$ cat config.mk
export PLATFORM = sky130hd
export DESIGN_NAME = regfile_wb_arbiter
export DESIGN_NICKNAME = d
export VERILOG_FILES = /design/src/rtl/regfile_wb_arbiter.sv
export SDC_FILE = /design/constraint.sdc
export NUM_CORES = 1
export LEC_CHECK = 0
export ABC_AREA = 1
export ABC_CLOCK_PERIOD_IN_PS = 1900
export CAP_MARGIN = 20
export CORE_ASPECT_RATIO = 0.8
export CORE_UTILIZATION = 42
export CTS_CLUSTER_SIZE = 14
export DETAILED_ROUTE_END_ITERATION = 10
export GPL_ROUTABILITY_DRIVEN = 1
export PLACE_DENSITY_LB_ADDON = 0.08
export SLEW_MARGIN = 30
export SYNTH_ARGS = -nofsm -noshare
export SYNTH_HDL_FRONTEND = slang
export SYNTH_SLANG_ARGS = --single-unit
$ cat constraint.sdc
create_clock -name clk -period 1.9 [get_ports clk]
set_input_delay 0.38 -clock clk [delete_from_list [all_inputs] [get_ports clk]]
set_output_delay 0.38 -clock clk [all_outputs]
set_load 0.05 [all_outputs]
$ cat src/rtl/regfile_wb_arbiter.sv
// Write-port sequencer for the 32x32 register file: round-robin arbitration between
// two writeback requesters, plus a zero-fill clear sequence after reset or on demand.
module regfile_wb_arbiter #(
    parameter int NREGS          = 32,
    parameter int AW             = 5,
    parameter int DW             = 32,
    parameter int CLEAR_ON_RESET = 1
) (
    input  logic          clk,
    input  logic          rst,
    input  logic          req0_valid,
    input  logic [AW-1:0] req0_addr,
    input  logic [DW-1:0] req0_data,
    output logic          req0_ready,
    input  logic          req1_valid,
    input  logic [AW-1:0] req1_addr,
    input  logic [DW-1:0] req1_data,
    output logic          req1_ready,
    input  logic          clr_start,
    output logic          rf_we,
    output logic [AW-1:0] rf_waddr,
    output logic [DW-1:0] rf_wdata,
    output logic          clear_done,
    output logic          busy
);

    typedef enum logic [0:0] {
        ST_CLEAR = 1'b0,
        ST_RUN   = 1'b1
    } state_e;

    localparam state_e        RESET_STATE = (CLEAR_ON_RESET != 0) ? ST_CLEAR : ST_RUN;
    localparam logic          RESET_BUSY  = (CLEAR_ON_RESET != 0) ? 1'b1 : 1'b0;
    localparam logic [AW-1:0] LAST_IDX    = AW'(NREGS - 1);
    localparam logic [AW-1:0] ONE_IDX     = AW'(1);

    state_e        state_q, state_d;
    logic [AW-1:0] cnt_q, cnt_d;
    logic          rr_ptr_q, rr_ptr_d;
    logic          rf_we_q, rf_we_d;
    logic [AW-1:0] rf_waddr_q, rf_waddr_d;
    logic [DW-1:0] rf_wdata_q, rf_wdata_d;
    logic          clear_done_q, clear_done_d;
    logic          busy_q, busy_d;
    logic          gnt0_s, gnt1_s;

    // Combinational grant; a clr_start cycle grants nobody so no write is lost into the clear.
    always_comb begin
        gnt0_s = 1'b0;
        gnt1_s = 1'b0;
        if ((state_q == ST_RUN) && !clr_start) begin
            case ({req1_valid, req0_valid})
                2'b01:   gnt0_s = 1'b1;
                2'b10:   gnt1_s = 1'b1;
                2'b11: begin
                    if (rr_ptr_q == 1'b0) begin
                        gnt0_s = 1'b1;
                    end else begin
                        gnt1_s = 1'b1;
                    end
                end
                default: begin
                    gnt0_s = 1'b0;
                    gnt1_s = 1'b0;
                end
            endcase
        end else begin
            gnt0_s = 1'b0;
            gnt1_s = 1'b0;
        end
    end

    assign req0_ready = gnt0_s;
    assign req1_ready = gnt1_s;

    // Next-state logic.
    always_comb begin
        state_d = state_q;
        case (state_q)
            ST_CLEAR: begin
                if (cnt_q == LAST_IDX) begin
                    state_d = ST_RUN;
                end else begin
                    state_d = ST_CLEAR;
                end
            end
            ST_RUN: begin
                if (clr_start) begin
                    state_d = ST_CLEAR;
                end else begin
                    state_d = ST_RUN;
                end
            end
            default: state_d = RESET_STATE;
        endcase
    end

    // Next values of the registered write port, status flags, clear counter and rr pointer.
    always_comb begin
        rf_we_d      = 1'b0;
        rf_waddr_d   = rf_waddr_q;
        rf_wdata_d   = rf_wdata_q;
        clear_done_d = clear_done_q;
        busy_d       = busy_q;
        cnt_d        = cnt_q;
        rr_ptr_d     = rr_ptr_q;
        case (state_q)
            ST_CLEAR: begin
                rf_we_d    = 1'b1;
                rf_waddr_d = cnt_q;
                rf_wdata_d = '0;
                if (cnt_q == LAST_IDX) begin
                    cnt_d        = '0;
                    clear_done_d = 1'b1;
                    busy_d       = 1'b0;
                end else begin
                    cnt_d        = cnt_q + ONE_IDX;
                    clear_done_d = 1'b0;
                    busy_d       = 1'b1;
                end
            end
            ST_RUN: begin
                if (clr_start) begin
                    cnt_d        = '0;
                    busy_d       = 1'b1;
                    clear_done_d = 1'b0;
                end else begin
                    busy_d       = 1'b0;
                    clear_done_d = 1'b1;
                    // x0 writes are accepted but never reach the register file.
                    if (gnt0_s) begin
                        rf_waddr_d = req0_addr;
                        rf_wdata_d = req0_data;
                        rf_we_d    = (req0_addr != '0);
                        rr_ptr_d   = 1'b1;
                    end else if (gnt1_s) begin
                        rf_waddr_d = req1_addr;
                        rf_wdata_d = req1_data;
                        rf_we_d    = (req1_addr != '0);
                        rr_ptr_d   = 1'b0;
                    end else begin
                        rf_we_d    = 1'b0;
                    end
                end
            end
            default: begin
                rf_we_d = 1'b0;
            end
        endcase
    end

    // State and output registers.
    always_ff @(posedge clk or posedge rst) begin
        if (rst) begin
            state_q      <= RESET_STATE;
            cnt_q        <= '0;
            rr_ptr_q     <= 1'b0;
            rf_we_q      <= 1'b0;
            rf_waddr_q   <= '0;
            rf_wdata_q   <= '0;
            clear_done_q <= 1'b0;
            busy_q       <= RESET_BUSY;
        end else begin
            state_q      <= state_d;
            cnt_q        <= cnt_d;
            rr_ptr_q     <= rr_ptr_d;
            rf_we_q      <= rf_we_d;
            rf_waddr_q   <= rf_waddr_d;
            rf_wdata_q   <= rf_wdata_d;
            clear_done_q <= clear_done_d;
            busy_q       <= busy_d;
        end
    end

    assign rf_we      = rf_we_q;
    assign rf_waddr   = rf_waddr_q;
    assign rf_wdata   = rf_wdata_q;
    assign clear_done = clear_done_q;
    assign busy       = busy_q;

endmodule

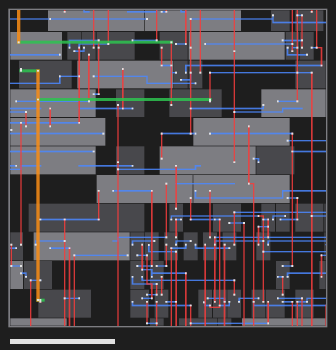
run_1/zoom.png
Bar = 10 um. Window x 30 to 60, y 21 to 51 um. Cells in gray, sequential cells in the stronger gray; small squares are vias.
[red] met2
[green] met3
[orange] met4
[blue] met1
sequential cells in the window: 14
cells with their middle in the window: 57
most frequent: nand2_1 (16), dfrtp_1 (14), buf_4 (7)
netlist names of flops here include: `rf_wdata` (10), `rf_waddr` (3)

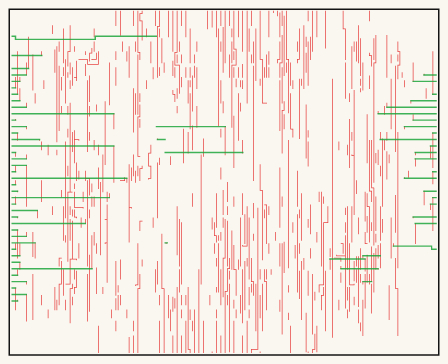
run_1/metal_stack.png
Two of the layers only.
[red] met2 | wire length: 2930 um
[green] met3 | wire length: 374 um
average wire per cell in the routed design: 10.7 um
via count: 2569
detailed-route wire length: 6330 um
GRT Util Overall: 20.2%

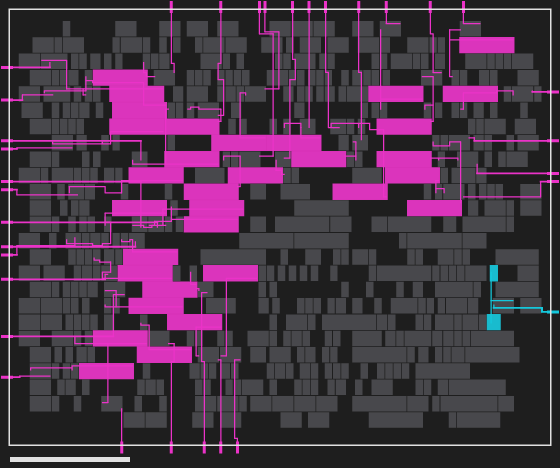
run_1/port_nets.png
Bar = 20 um.
[magenta] `rf_wdata` | bits: 32 | direction: output | edge: 12 left, 11 top, 5 bottom, 4 right | end cells: 32 | buffers: 32 | wire: 1000 um
[cyan] `clr_start` | bits: 1 | direction: input | edge: right | end cells: 2 | buffers: 1 | wire: 22.3 um
quantity of I/O buffers inserted on ports: 120
number of placed I/O pins: 121

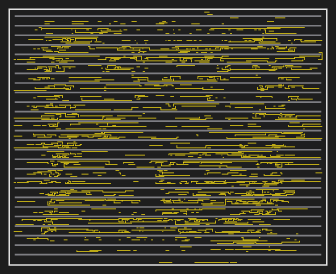
run_1/met1.png
Supply wires on this layer in gray.
share of all routed wire: 47%
wire length on this layer: 2980 um
longest straight run: 27.1 um
main direction: horizontal
routing usage on met1: 26.3%

[run 1: worst paths after layout]
kind | from | endpoint | slack, ps | cells past startpoint
max | rf_wdata[29] | rf_wdata[29] | 60 | 1
min | rst | rr_ptr_q | 390 | 2
max reg2reg | clear_done | rf_wdata[28] | 430 | 5
min reg2reg | rf_wdata[9] | rf_wdata[9] | 480 | 2
max in group asynchronous | rst | rf_wdata[13] | 1000 | 3
min in group clk | rf_wdata[9] | rf_wdata[9] | 480 | 2
[run 1: what timing repair did]
item                                    in CTS  in global routing
gates resized                                0                  4
hold buffers                                 0                  0
endpoints found under the setup margin       0                  3
[run 1: registers in the layout, summed over array words and instances (netlist names)]
name and cells:
busy 1, clear_done 1, rf_we 1, rr_ptr_q 1
cnt_q 5, rf_wdata 32, rf_waddr 5
==> results_slide.txt, run 1 <==
Run Summary

CTS
  • Total number of clock tree sinks: 46
  • Library cell used as clock root buffer: clkbuf_8
  • TritonCTS clock tree: done
  • Post-CTS Setup Repair Bufs: 0
  • Clk_lat worst skew: 290 ps
  • Post-CTS clock slew at the launch and capture registers of the worst setup and hold paths: 90 ps
  • Clock tree buffer depth: 2
  • Number of levels in the clock H-tree: 2
  • Number of buffers inserted during clock tree synthesis: 5

Floorplan
  • Horizontal die dimension: 90.1 um
  • Placeable core region: 5940 sq um
  • Tap Cells: 81
  • Die height: 72.5 um
  • Row count: 25
  • Chip area: 6530 sq um
  • Initial core utilization: 43.9%

Timing
  • FMAX: 542 MHz
  • Max-slew violation count: 0
  • Final tally of setup violations: 0
  • Worst Setup Slack, final: 56.3 ps
  • Final Skew: 9.41 ps
  • RSZ-0062 raised after global routing: no
  • Final Critical Period: 1840 ps
  • Remaining max-slew budget at the tightest pin: 64.1%
  • Worst slew pin tran: 537 ps
  • Total Negative Setup Slacks: 0 ps
  • Min Hold Slack: 390 ps
  • Final hold violation count: 0
  • Final worst path period share: 97.0%

Placed design
  • Cell total after placement: 585
  • Area post-placement: 3910 sq um
  • Post-detailed-placement half-perimeter wirelength: 4790 um
  • Worst slack at placement: 10.2 ps
  • Placer Congestion: 0.848

Layout
  • Share of final-layout standard cells stronger than drive strength 1: 9.38%
  • Final instance area: 4030 sq um
  • Most frequent logic cells in the routed design: 157 x nand2_1, 99 x clkdlybuf4s50_1, 89 x inv_1
  • Multi-Input Combinational: 237
  • Post-synthesis to final-layout area growth: 54.3%
  • Flop share of the area: 28.7%
  • Logic inverters: 93
  • Total number of nets in the final design: 592
  • Buffers excl. clock: 128
  • Final sequential cell count: 46
  • Most area-hungry cell class in the final design: non-clock buffers
  • Combinational cell area excluding buffers and inverters: 1020 sq um
  • Layout filler cell count: 519
  • Most common library cell in the layout ignoring fill and taps: nand2_1
  • Non-clock buffer contribution to total cell area: 32.1%
  • Number of standard cells in the final layout excluding fillers: 593
  • Clkbuf count: 5
  • Fraction of the core area covered by cells at the end of the flow: 67.7%
  • Final antenna diode count: 0
  • Combinational share of cell area: 25.3%
  • Sequential cell area: 1150 sq um

Critical path
  • Arrival time worst endpoint: 1460 ps
  • Crit path max-delay cell type: clkdlybuf4s50_1
  • CP top delay family: buffers and inverters
  • Worst Path Required: 1520 ps
  • Number of buffer and inverter stages on the critical path: 1
  • Startpoint type of the worst setup path: register
  • Critical Path End Type: primary output
  • Crit path kind: reg -> out
  • Critical-path maximum fanout: 2
  • Largest stage delay on the critical path: 810 ps
  • Cell breakdown of the critical path: clkdlybuf4s50_1

Route
  • Iteration count of the initial detailed-routing pass: 4
  • Top routing layer used: met4
  • Number of design rule violations left after detail routing: 0
  • Met3 Routed Length: 374 um
  • Count of nets left with antenna violations after detail routing: 0
  • Post-route met1 wirelength: 2980 um
  • Violation count after the first detailed-routing iteration: 100
  • Routed via count divided by cell count: 4.33
  • Total length of routed met2 wires: 2930 um

Logic synthesis
  • Top cell type's share of synthesized area: 43.2%
  • Area share of xor/xnor cells in the synthesized design: 0.336%
  • Top area cell types: dfrtp_1 43%, nand2_1 23%, inv_1 13%
  • Most repeated cell in the gate-level netlist after synthesis: nand2_1
  • Complex Gates by Area: 1.20%
  • Post-synth tally of flip-flops with integrated enable: 0
  • Post-Synthesis Mean Instance Area: 6.67 sq um
  • Synthesized Nets: 472
  • Post-synth top cells: 157 x nand2_1, 90 x inv_1, 45 x dfrtp_1
  • Simple Share, Synth: 36.3%
  • Dominant flop cell: dfrtp_1
  • Number of warnings printed during yosys synthesis: 0
  • Synth Area in Adders: 0.959%
  • Netlist Area Pre-Place: 2610 sq um
  • Count of different cell masters after synthesis: 21
  • Top logic family: simple AND/OR/NAND/NOR gates
  • Library cell occupying the most area in the post-synthesis netlist: dfrtp_1
  • Post-synthesis async set-or-reset flop share: 100%
  • Sequential cell area fraction in the yosys report: 44.2%
  • Multiplexer area fraction after synthesis: 0%
  • Number of cells produced by synthesis: 391
  • Number of standard cells reported by yosys: 391
  • Area reported by Yosys stat: 2610 sq um

Global route
  • Number of antenna violations at the first check in global routing: 0
  • Pin count of the biggest net entering global routing: 40
  • Met3 demand-to-capacity share in global routing: 6.60%
  • Vias in the first global route: 2303
  • Most used routing layer in global routing: met2
  • Global route total overflow: 0
  • Met2 Resource Use GR: 33.3%
  • Global-route wire length before repair: 10500 um

Pwr
  • Comb pwr: 1.44 mW
  • Power dissipated in sequential cells: 1.29 mW
  • Switching part of the total: 38.8%
  • Cell internal power dissipation: 2.10 mW
  • Combinational group share of total power: 42.1%
  • Portion of total power attributed to the clock network: 20.3%
  • Sequential cell fraction of total power: 37.6%
  • Largest Pwr Group: combinational logic
  • Post-layout total power: 3.42 mW
  • Clock distribution power: 0.694 mW
  • Max IR drop VDD: 0.000407 V
  • Sw power: 1.33 mW
  • Cell area power density: 850 nW/um^2

Outcome
  • Status: finished, final reports clean

Job
  • Total of max-cap violations: 0
  • Number of warnings in the stage logs: 26

Min path
  • Worst hold-check path type: in -> async
==> run 2: changes to the inputs <==
--- a/config.mk
+++ b/config.mk
@@ -9,10 +9,12 @@
 export ABC_CLOCK_PERIOD_IN_PS = 1900
 export CAP_MARGIN = 20
 export CORE_ASPECT_RATIO = 0.8
+export CORE_MARGIN = 3
 export CORE_UTILIZATION = 42
 export CTS_CLUSTER_SIZE = 14
 export DETAILED_ROUTE_END_ITERATION = 10
 export GPL_ROUTABILITY_DRIVEN = 1
+export GPL_TIMING_DRIVEN = 0
 export PLACE_DENSITY_LB_ADDON = 0.08
 export SLEW_MARGIN = 30
 export SYNTH_ARGS = -nofsm -noshare
==> results_slide.txt, run 2 <==
Run Summary

Logic synthesis
  • Area reported by Yosys stat: 2610 sq um
  • Number of cells produced by synthesis: 391
  • Sequential cell area fraction in the yosys report: 44.2%
  • Synthesized Nets: 472
  • Top cell type's share of synthesized area: 43.2%
  • Post-synthesis async set-or-reset flop share: 100%
  • Number of standard cells reported by yosys: 391
  • Top area cell types: dfrtp_1 43%, nand2_1 23%, inv_1 13%
  • Number of warnings printed during yosys synthesis: 0
  • Netlist Area Pre-Place: 2610 sq um
  • Post-synth top cells: 157 x nand2_1, 90 x inv_1, 45 x dfrtp_1
  • Count of different cell masters after synthesis: 21
  • Library cell occupying the most area in the post-synthesis netlist: dfrtp_1
  • Post-synth tally of flip-flops with integrated enable: 0

Pwr
  • Comb pwr: 1.45 mW
  • Post-layout total power: 3.31 mW
  • Clock distribution power: 0.583 mW
  • Switching part of the total: 40.6%
  • Max IR drop VDD: 0.000379 V
  • Largest Pwr Group: combinational logic
  • Cell internal power dissipation: 1.96 mW
  • Power dissipated in sequential cells: 1.27 mW
  • Portion of total power attributed to the clock network: 17.6%
  • Sequential cell fraction of total power: 38.6%
  • Combinational group share of total power: 43.8%
  • Sw power: 1.34 mW
  • Cell area power density: 817 nW/um^2

Min path
  • Start point of the worst hold path: clr_start
  • Min-Delay Endpoint: cnt_q[0]
  • Worst hold-check path type: in -> reg

Layout
  • Flip-flop count of the largest register after layout: 32
  • Final sequential cell count: 46
  • Combinational share of cell area: 25.1%
  • Final instance area: 4050 sq um
  • Most area-hungry cell class in the final design: non-clock buffers
  • Most common library cell in the layout ignoring fill and taps: nand2_1
  • Logic inverters: 93
  • Fraction of the core area covered by cells at the end of the flow: 67.7%
  • Sequential cell area: 1150 sq um
  • Number of standard cells in the final layout excluding fillers: 602
  • Total number of nets in the final design: 602
  • Flop share of the area: 28.5%
  • Share of final-layout standard cells stronger than drive strength 1: 6.72%
  • Post-synthesis to final-layout area growth: 55.2%
  • Multi-Input Combinational: 237
  • Buffers excl. clock: 138
  • Final antenna diode count: 0
  • Non-clock buffer contribution to total cell area: 33.4%
  • Clkbuf count: 7

CTS
  • Clock tree buffer depth: 2
  • CTS hold repair buffers: 0
  • Number of levels in the clock H-tree: 2
  • Library cell used as clock root buffer: clkbuf_8
  • Total number of clock tree sinks: 46
  • TritonCTS clock tree: done

Global route
  • Number of antenna violations at the first check in global routing: 0
  • Most used routing layer in global routing: met2
  • Met3 demand-to-capacity share in global routing: 5.92%
  • Routing usage on met1: 26.4%
  • Vias in the first global route: 2432
  • Pin count of the biggest net entering global routing: 47

Route
  • Iteration count of the initial detailed-routing pass: 4
  • Number of design rule violations left after detail routing: 0
  • Total length of routed met2 wires: 3440 um
  • Top routing layer used: met4
  • Post-route met1 wirelength: 3230 um
  • Routed via count divided by cell count: 4.38
  • Via count: 2638

Placed design
  • Post-detailed-placement half-perimeter wirelength: 5450 um
  • Area post-placement: 3920 sq um
  • Quantity of I/O buffers inserted on ports: 120
  • Cell total after placement: 592
  • Worst slack at placement: -765 ps

Floorplan
  • Horizontal die dimension: 94.1 um
  • Initial core utilization: 43.7%
  • Die height: 76.5 um
  • Number of placed I/O pins: 121
  • Placeable core region: 5970 sq um
  • Row count: 25
  • Chip area: 7200 sq um

Timing
  • Worst slew pin tran: 578 ps
  • Final hold violation count: 0
  • Final Skew: 9.67 ps
  • Final worst path period share: 98.1%
  • Final Critical Period: 1860 ps
  • Remaining max-slew budget at the tightest pin: 61.5%
  • Min Hold Slack: 454 ps
  • Max-slew violation count: 0

Critical path
  • Crit path max-delay cell type: clkdlybuf4s50_1
  • Worst Path Required: 1520 ps
  • CP top delay family: buffers and inverters
  • Critical Path End Type: primary output
  • Number of buffer and inverter stages on the critical path: 1
  • Critical-path maximum fanout: 2
  • Largest stage delay on the critical path: 820 ps
  • Startpoint type of the worst setup path: register
  • Startpoint of the worst-slack reg-to-reg timing path: clear_done
  • Register-to-Register Setup Slack: 320 ps
  • Endpoint of the lowest-slack register-to-register path: rf_wdata[21]

Job
  • Total of max-cap violations: 0

Outcome
  • Status: finished, final reports clean
run 2: what timing repair did:
| action | in CTS | in global routing |
|---|---|---|
| setup endpoints to repair | 4 | 12 |
| endpoints found under the hold margin | 0 | 0 |
| resized | 17 | 14 |
| setup buffers | 0 | 3 |
| pin swaps | 0 | 1 |
run 2: how the worst max path moves through the flow:
stage / depth (start not counted) / to / slack (ps) / from
global placement: 5 / req0_ready / -770 / req0_valid
global route: 5 / req0_ready / -3 / clear_done
CTS: 6 / req0_ready / -30 / clr_start
finish: 1 / rf_wdata[29] / 40 / rf_wdata[29]
floorplan: 3 / req1_ready / 40 / clear_done
detailed placement: 5 / req0_ready / -770 / req0_valid
run 2: cell families after synthesis:
kind of cell,synth area share (%)
buf+inv,17.0
simple gates,36.3
compound gates,1.20
flops,44.2
xor+xnor,0.336
fa+ha+maj,0.959
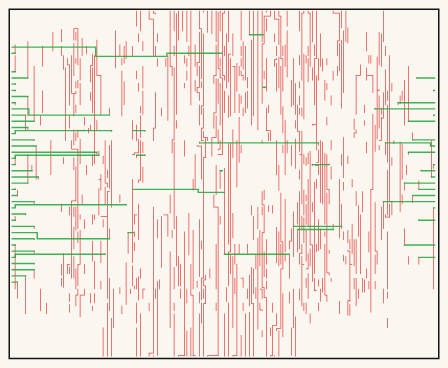
run_2/metal_stack.png
Two of the layers only.
[red] met2 | wire length: 3440 um
[green] met3 | wire length: 477 um

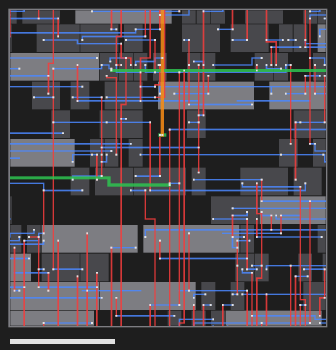
run_2/zoom.png
Bar = 10 um. Window x 32 to 62, y 23 to 53 um. Cells in gray, sequential cells in the stronger gray; small squares are vias.
[green] met3
[red] met2
[blue] met1
[orange] met4
netlist names of flops here include: `rf_wdata` (6), `cnt_q` (3)
cells with their middle in the window: 60
sequential cells in the window: 11
most frequent: nand2_1 (13), dfrtp_1 (11)

==> run 3: changes to the inputs <==
--- a/config.mk
+++ b/config.mk
@@ -8,14 +8,15 @@
 export ABC_AREA = 1
 export ABC_CLOCK_PERIOD_IN_PS = 1900
 export CAP_MARGIN = 20
-export CORE_ASPECT_RATIO = 0.8
+export CORE_ASPECT_RATIO = 0.75
 export CORE_MARGIN = 3
 export CORE_UTILIZATION = 42
-export CTS_CLUSTER_SIZE = 14
+export CTS_CLUSTER_SIZE = 12
 export DETAILED_ROUTE_END_ITERATION = 10
 export GPL_ROUTABILITY_DRIVEN = 1
 export GPL_TIMING_DRIVEN = 0
 export PLACE_DENSITY_LB_ADDON = 0.08
+export SETUP_SLACK_MARGIN = 0.1
 export SLEW_MARGIN = 30
 export SYNTH_ARGS = -nofsm -noshare
 export SYNTH_HDL_FRONTEND = slang
==> results_slide.txt, run 3 <==
Run Summary

Layout
  • Most common library cell in the layout ignoring fill and taps: nand2_1
  • Number of standard cells in the final layout excluding fillers: 606
  • Most area-hungry cell class in the final design: non-clock buffers
  • Non-clock buffer contribution to total cell area: 33.0%
  • Layout filler cell count: 513
  • Most frequent logic cells in the routed design: 157 x nand2_1, 89 x inv_1, 75 x clkdlybuf4s50_1
  • Flop share of the area: 28.5%
  • Share of final-layout standard cells stronger than drive strength 1: 8.33%
  • Logic inverters: 93
  • Final sequential cell count: 46
  • Fraction of the core area covered by cells at the end of the flow: 68.5%
  • Post-synthesis to final-layout area growth: 55.3%
  • Final antenna diode count: 0

Global route
  • Number of antenna violations at the first check in global routing: 0
  • Vias in the first global route: 2494
  • Pin count of the biggest net entering global routing: 47
  • GRT Util Overall: 20.5%
  • Global-route wire length before repair: 11900 um
  • Most used routing layer in global routing: met2
  • Routing usage on met1: 28.5%

Pwr
  • Switching part of the total: 41.0%
  • Power dissipated in sequential cells: 1.28 mW
  • Max IR drop VDD: 0.000520 V
  • Post-layout total power: 3.32 mW
  • Sw power: 1.36 mW
  • Comb pwr: 1.42 mW
  • Sequential cell fraction of total power: 38.5%
  • Largest Pwr Group: combinational logic

Critical path
  • Critical Path End Type: primary output
  • Arrival time worst endpoint: 1370 ps
  • Cell breakdown of the critical path: buf_6, nand3_4, nor2_4, buf_8, buf_8
  • Crit path max-delay cell type: dfrtp_2
  • Number of buffer and inverter stages on the critical path: 3

Logic synthesis
  • Dominant flop cell: dfrtp_1
  • Number of cells produced by synthesis: 391
  • Most repeated cell in the gate-level netlist after synthesis: nand2_1
  • Synthesized Nets: 472
  • Post-Synthesis Mean Instance Area: 6.67 sq um
  • Area reported by Yosys stat: 2610 sq um
  • Post-synth tally of flip-flops with integrated enable: 0
  • Sequential cell area fraction in the yosys report: 44.2%

CTS
  • CTS hold repair buffers: 0
  • Number of levels in the clock H-tree: 2
  • Clock tree buffer depth: 2
  • TritonCTS clock tree: done

Timing
  • Final Critical Period: 1750 ps
  • Worst slew pin tran: 568 ps
  • Final worst path period share: 91.9%
  • RSZ-0062 raised after global routing: no
  • Max-slew violation count: 0

Floorplan
  • Chip area: 7200 sq um
  • Number of placed I/O pins: 121
  • Die height: 74.3 um
  • Row count: 24
  • Tap Cells: 78
  • Horizontal die dimension: 97.0 um
  • Initial core utilization: 44.1%

Route
  • Routed via count divided by cell count: 4.47
  • Number of design rule violations left after detail routing: 0
  • Iteration count of the initial detailed-routing pass: 5
  • Total length of routed met2 wires: 3270 um
  • Met3 Routed Length: 507 um
  • Post-route met1 wirelength: 3560 um

Placed design
  • Cell total after placement: 589
  • Area post-placement: 3920 sq um
  • Quantity of I/O buffers inserted on ports: 120
  • Worst slack at placement: -777 ps

Outcome
  • Status: finished, final reports clean

Job
  • Total of max-cap violations: 0
-- run 3: cell counts after synthesis --
No cell type changed its count.
-- run 3: kinds of logic after synthesis --
family                   count (synthesis)  synth area share [%]
AND/OR/NAND/NOR                        228                  36.3
buffers and inverters                  108                  17.0
AND-OR/OR-AND                            6                  1.20
adder cells (fa/ha/maj)                  2                 0.959
XOR/XNOR                                 1                 0.336
flip-flops                              46                  44.2
-- run 3: worst paths after layout --
kind / startpoint / end / slack, ps / depth (start not counted)
setup / recovery: clear_done / req0_ready / 150 / 5
hold / removal: clr_start / cnt_q[3] / 440 / 4
setup reg to reg: clear_done / rf_wdata[23] / 360 / 8
hold reg to reg: rf_wdata[19] / rf_wdata[19] / 480 / 2
max in group asynchronous: rst / clear_done / 980 / 2
min in group asynchronous: rst / rf_wdata[19] / 510 / 2
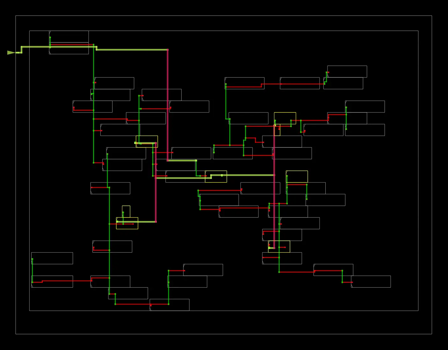
run_3/final_clocks.png
clock distribution power: 0.619 mW
clk_lat worst skew: 300 ps
Final Skew: 6.12 ps

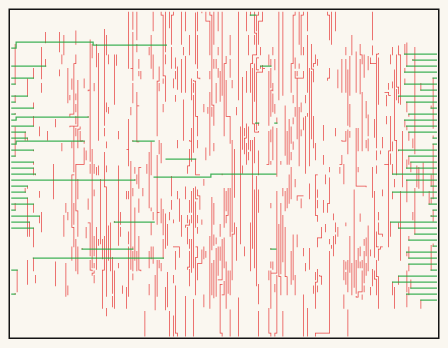
run_3/metal_stack.png
Two of the layers only.
[green] met3 | wire length: 508 um
[red] met2 | wire length: 3270 um

Power is estimated from default activity; no workload was simulated.
